`src/rtl/oled_frame_arbiter.sv`:
```
// Round-robin arbiter that grants one of two OLED text sources, latches its frame
// and streams it MSB-byte first over the sendData/sendDataValid/sendDone handshake.
//
// state    | meaning
// IDLE     | waiting for a request; grants on the edge a request is seen
// START    | frame latched; updateString raised for the next cycle
// WAIT_LOW | waiting for sendDone low before presenting the next byte
// SEND     | byte valid; waiting for sendDone high
// HOLD     | refresh hold-off after the last byte, requests ignored
module oled_frame_arbiter #(
   parameter int STRING_LEN     = 64,
   parameter int REFRESH_CYCLES = 500000
) (
   input  logic                    CLK100MHZ,
   input  logic                    reset,
   input  logic                    req0,
   input  logic [8*STRING_LEN-1:0] msg0,
   output logic                    ack0,
   input  logic                    req1,
   input  logic [8*STRING_LEN-1:0] msg1,
   output logic                    ack1,
   output logic [7:0]              sendData,
   output logic                    sendDataValid,
   input  logic                    sendDone,
   output logic                    updateString,
   output logic                    busy,
   output logic                    active_src
);

   localparam int FW     = 8*STRING_LEN;
   localparam int CNT_W  = $clog2(STRING_LEN+1);
   localparam int HOLD_W = $clog2(REFRESH_CYCLES+1);
   localparam logic [CNT_W-1:0]  CNT_FULL  = CNT_W'(STRING_LEN);
   localparam logic [HOLD_W-1:0] HOLD_LOAD = HOLD_W'(REFRESH_CYCLES-1);

   typedef enum logic [2:0] {IDLE, START, WAIT_LOW, SEND, HOLD} state_t;

   state_t            state_q, state_d;
   logic [FW-1:0]     frame_q, frame_d;
   logic [CNT_W-1:0]  cnt_q, cnt_d;
   logic [HOLD_W-1:0] hold_q, hold_d;
   logic              ack0_q, ack0_d, ack1_q, ack1_d;
   logic [7:0]        data_q, data_d;
   logic              valid_q, valid_d;
   logic              upd_q, upd_d;
   logic              busy_q, busy_d;
   logic              src_q, src_d;
   logic              grant1;

   always_comb begin
      state_d = state_q;
      frame_d = frame_q;
      cnt_d   = cnt_q;
      hold_d  = hold_q;
      ack0_d  = 1'b0;
      ack1_d  = 1'b0;
      data_d  = data_q;
      valid_d = valid_q;
      upd_d   = 1'b0;
      src_d   = src_q;
      grant1  = 1'b0;
      case (state_q)
         IDLE: begin
            if (req0 || req1) begin
               // on a tie the source that did not win last time goes next
               grant1  = (req0 && req1) ? ~src_q : req1;
               frame_d = grant1 ? msg1 : msg0;
               ack0_d  = ~grant1;
               ack1_d  = grant1;
               src_d   = grant1;
               cnt_d   = CNT_FULL;
               state_d = START;
            end
         end
         START: begin
            upd_d   = 1'b1;
            state_d = WAIT_LOW;
         end
         WAIT_LOW: begin
            if (!sendDone) begin
               data_d  = frame_q[FW-1 -: 8];
               valid_d = 1'b1;
               state_d = SEND;
            end
         end
         SEND: begin
            if (sendDone) begin
               valid_d = 1'b0;
               cnt_d   = cnt_q - 1'b1;
               // shifting keeps the next byte at the top, so the byte mux is a fixed slice
               frame_d = frame_q << 8;
               if (cnt_q == CNT_W'(1)) begin
                  hold_d  = HOLD_LOAD;
                  state_d = HOLD;
               end else begin
                  state_d = WAIT_LOW;
               end
            end
         end
         HOLD: begin
            if (hold_q == '0) state_d = IDLE;
            else              hold_d  = hold_q - 1'b1;
         end
         default: state_d = IDLE;
      endcase
      busy_d = (state_d != IDLE);
   end

   always_ff @(posedge CLK100MHZ or posedge reset) begin
      if (reset) begin
         state_q <= IDLE;
         frame_q <= '0;
         cnt_q   <= CNT_FULL;
         hold_q  <= '0;
         ack0_q  <= 1'b0;
         ack1_q  <= 1'b0;
         data_q  <= 8'h00;
         valid_q <= 1'b0;
         upd_q   <= 1'b0;
         busy_q  <= 1'b0;
         src_q   <= 1'b1;
      end else begin
         state_q <= state_d;
         frame_q <= frame_d;
         cnt_q   <= cnt_d;
         hold_q  <= hold_d;
         ack0_q  <= ack0_d;
         ack1_q  <= ack1_d;
         data_q  <= data_d;
         valid_q <= valid_d;
         upd_q   <= upd_d;
         busy_q  <= busy_d;
         src_q   <= src_d;
      end
   end

   assign ack0          = ack0_q;
   assign ack1          = ack1_q;
   assign sendData      = data_q;
   assign sendDataValid = valid_q;
   assign updateString  = upd_q;
   assign busy          = busy_q;
   assign active_src    = src_q;

endmodule

```
`config.mk`:
```
export PLATFORM = sky130hd
export DESIGN_NAME = oled_frame_arbiter
export DESIGN_NICKNAME = d
export VERILOG_FILES = /design/src/rtl/oled_frame_arbiter.sv
export SDC_FILE = /design/constraint.sdc
export NUM_CORES = 2
export LEC_CHECK = 0
export CAP_MARGIN = 20
export CORE_AREA = 2 2 410 412
export DETAILED_ROUTE_END_ITERATION = 16
export DIE_AREA = 0 0 412 414
export GPL_TIMING_DRIVEN = 0
export HOLD_SLACK_MARGIN = 0.05
export PLACE_DENSITY = 0.45
export SLEW_MARGIN = 20
export SYNTH_ARGS = -nofsm -noshare
export SYNTH_HDL_FRONTEND = slang
export SYNTH_SLANG_ARGS = --single-unit
```
`constraint.sdc`:
```
create_clock -name CLK100MHZ -period 45 [get_ports CLK100MHZ]
set_input_delay 9 -clock CLK100MHZ [delete_from_list [all_inputs] [get_ports CLK100MHZ]]
set_output_delay 9 -clock CLK100MHZ [all_outputs]
set_load 0.05 [all_outputs]
```
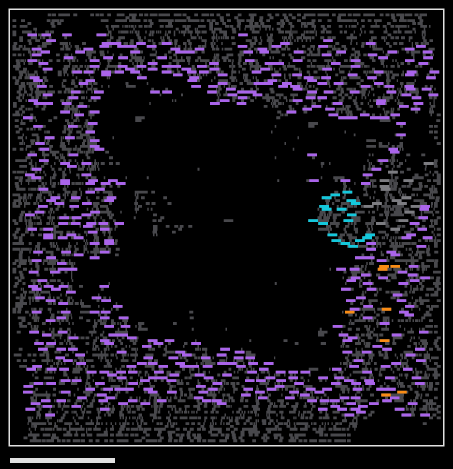
**Above:** sequential cells grouped by signal name.
The bar under the picture is 100 um long. Other sequential cells in the stronger grey, the rest of the logic in the fainter grey.
[sendData] orange | flops: 8
[frame_q] purple | flops: 512 | where: spread over the die
[hold_q] cyan | flops: 19 | where: right middle
final core occ: 0.2787
flip-flop and latch area: 13890 um2

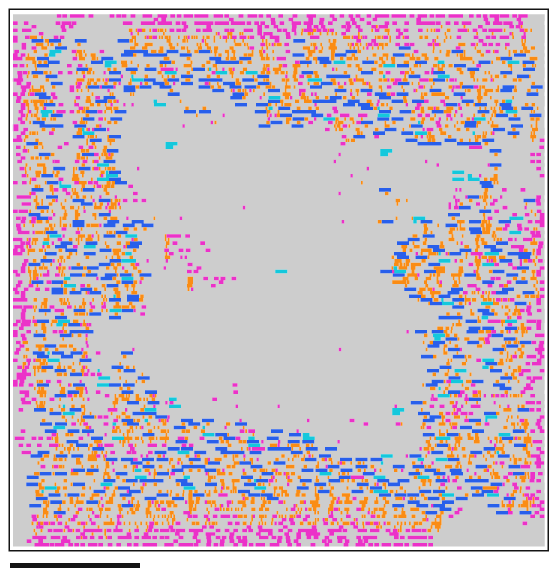
**Above:** placed cells, one colour a class.
The bar under the picture is 100 um long. Fill, decap, tap and diode cells in grey.
[flip-flops] blue | cells: 555 | share of their area: 32%
[other buffers and delay cells] magenta | cells: 1401 | share of their area: 28%
[all other logic] orange | cells: 2701 | share of their area: 35%
[clock drivers and dummy loads] cyan | cells: 133 | share of their area: 5.8%
Finished Cell Area: 46350 um2
Site Rows: 150
flop share of the area: 0.2997

==> impl_metrics.tcl <==
# implementation run metrics
set metrics [dict create \
    status "complete, no violations" \
    p_comb_mw 0.817 \
    crit_family "buffers and inverters" \
    p_per_area_nw_per_um2 49.85 \
    yosys_warnings 0 \
    use_met3 0.04017 \
    gp_routability_congestion 0.9740 \
    clkCellAreaFrac 0.05469 \
    wirelength_met1_um 75190 \
    cts_sinks 555 \
    netSwitchingPower_mw 0.8698 \
    chipArea_um2 170600 \
    grt_max_degree 96 \
    gr-total-overflow 0 \
    crit_end "frame_q[18]$_DFFE_PP0P_" \
    synthCells 3607 \
    yosys_area_um2 30290 \
    seq_cell_power_mw 0.866 \
    comb_area_share 0.3252 \
    grt_pass1_vias 34795 \
    p_total_mw 2.310 \
    drive_above_1_share 0.03904 \
    track_usage 0.2093 \
    cp.depth 9 \
    whs_path_depth 1 \
    edf_count 0 \
    cts_max_path_buffers 3 \
    wl_um 185200 \
    slew_headroom 0.2696 \
    drv_cap 0 \
    synthesis.area_um2 30290 \
    final_max_slew_viol_count 0 \
    crit_path_frequent_cell "clkbuf_1" \
    grt.met2_usage 0.3691 \
    setup_violations 0 \
    dieWidth_um 412 \
    critical_path_arrival_ns 12.78 \
    synthTopCellsByArea "dfrtp_1 46%, a311oi_1 15%, nand2_1 13%, a21o_1 13%, nor2_1 6.5%" \
    ir_worst_vdd_mv 0.02490 \
    top_usage_layer "met2" \
    cts.clk_slew.worst_paths_ns 0.06 \
    cts_buffers 74 \
    hold_class "register to register" \
    adder_share 0.001239 \
    lay_top_count "clkdlybuf4s50_1" \
    drt_iter0_drc 2181 \
    synth.distinct_cells 51 \
    first_pass_iters 5 \
    power.group.top "sequential cells" \
    h-tree-depth 3 \
    cp-start-kind "primary input" \
    vias 33190 \
    fp.dieH_um 414 \
    fill_cells 18266 \
    clock_skew_ns 0.04330 \
    routedWlPerCell_um 26.33 \
    synthFlopType "dfrtp_1" \
    nWellTaps 2204 \
    grt_antenna_before_repair 72 \
    post_cts_buffers 0 \
    p_clk_mw 0.627 \
    ctsResizeCount 0 \
    dpl.hpwl_um 152200 \
    insertedDiodeCount 37 \
    postPlaceCellArea_um2 43720 \
    largestClassByArea "logic gates" \
    most_common_cell "nand2_1" \
    met1_usage 0.2522 \
]
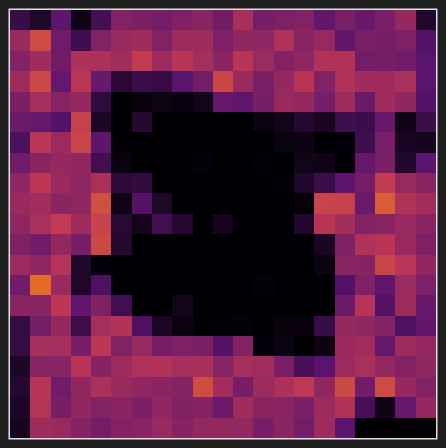
**Above:** cell area per tile.
21 x 21 tiles, from black (low) to pale yellow (high), 0 to 100% covered.
fullest tile: 65%
densest ninth of the die: bottom left
emptiest ninth of the die: middle
mean over tiles: 26%
nearly empty tiles: 22%
Initial Util: 0.1822
Core Region: 166300 um2

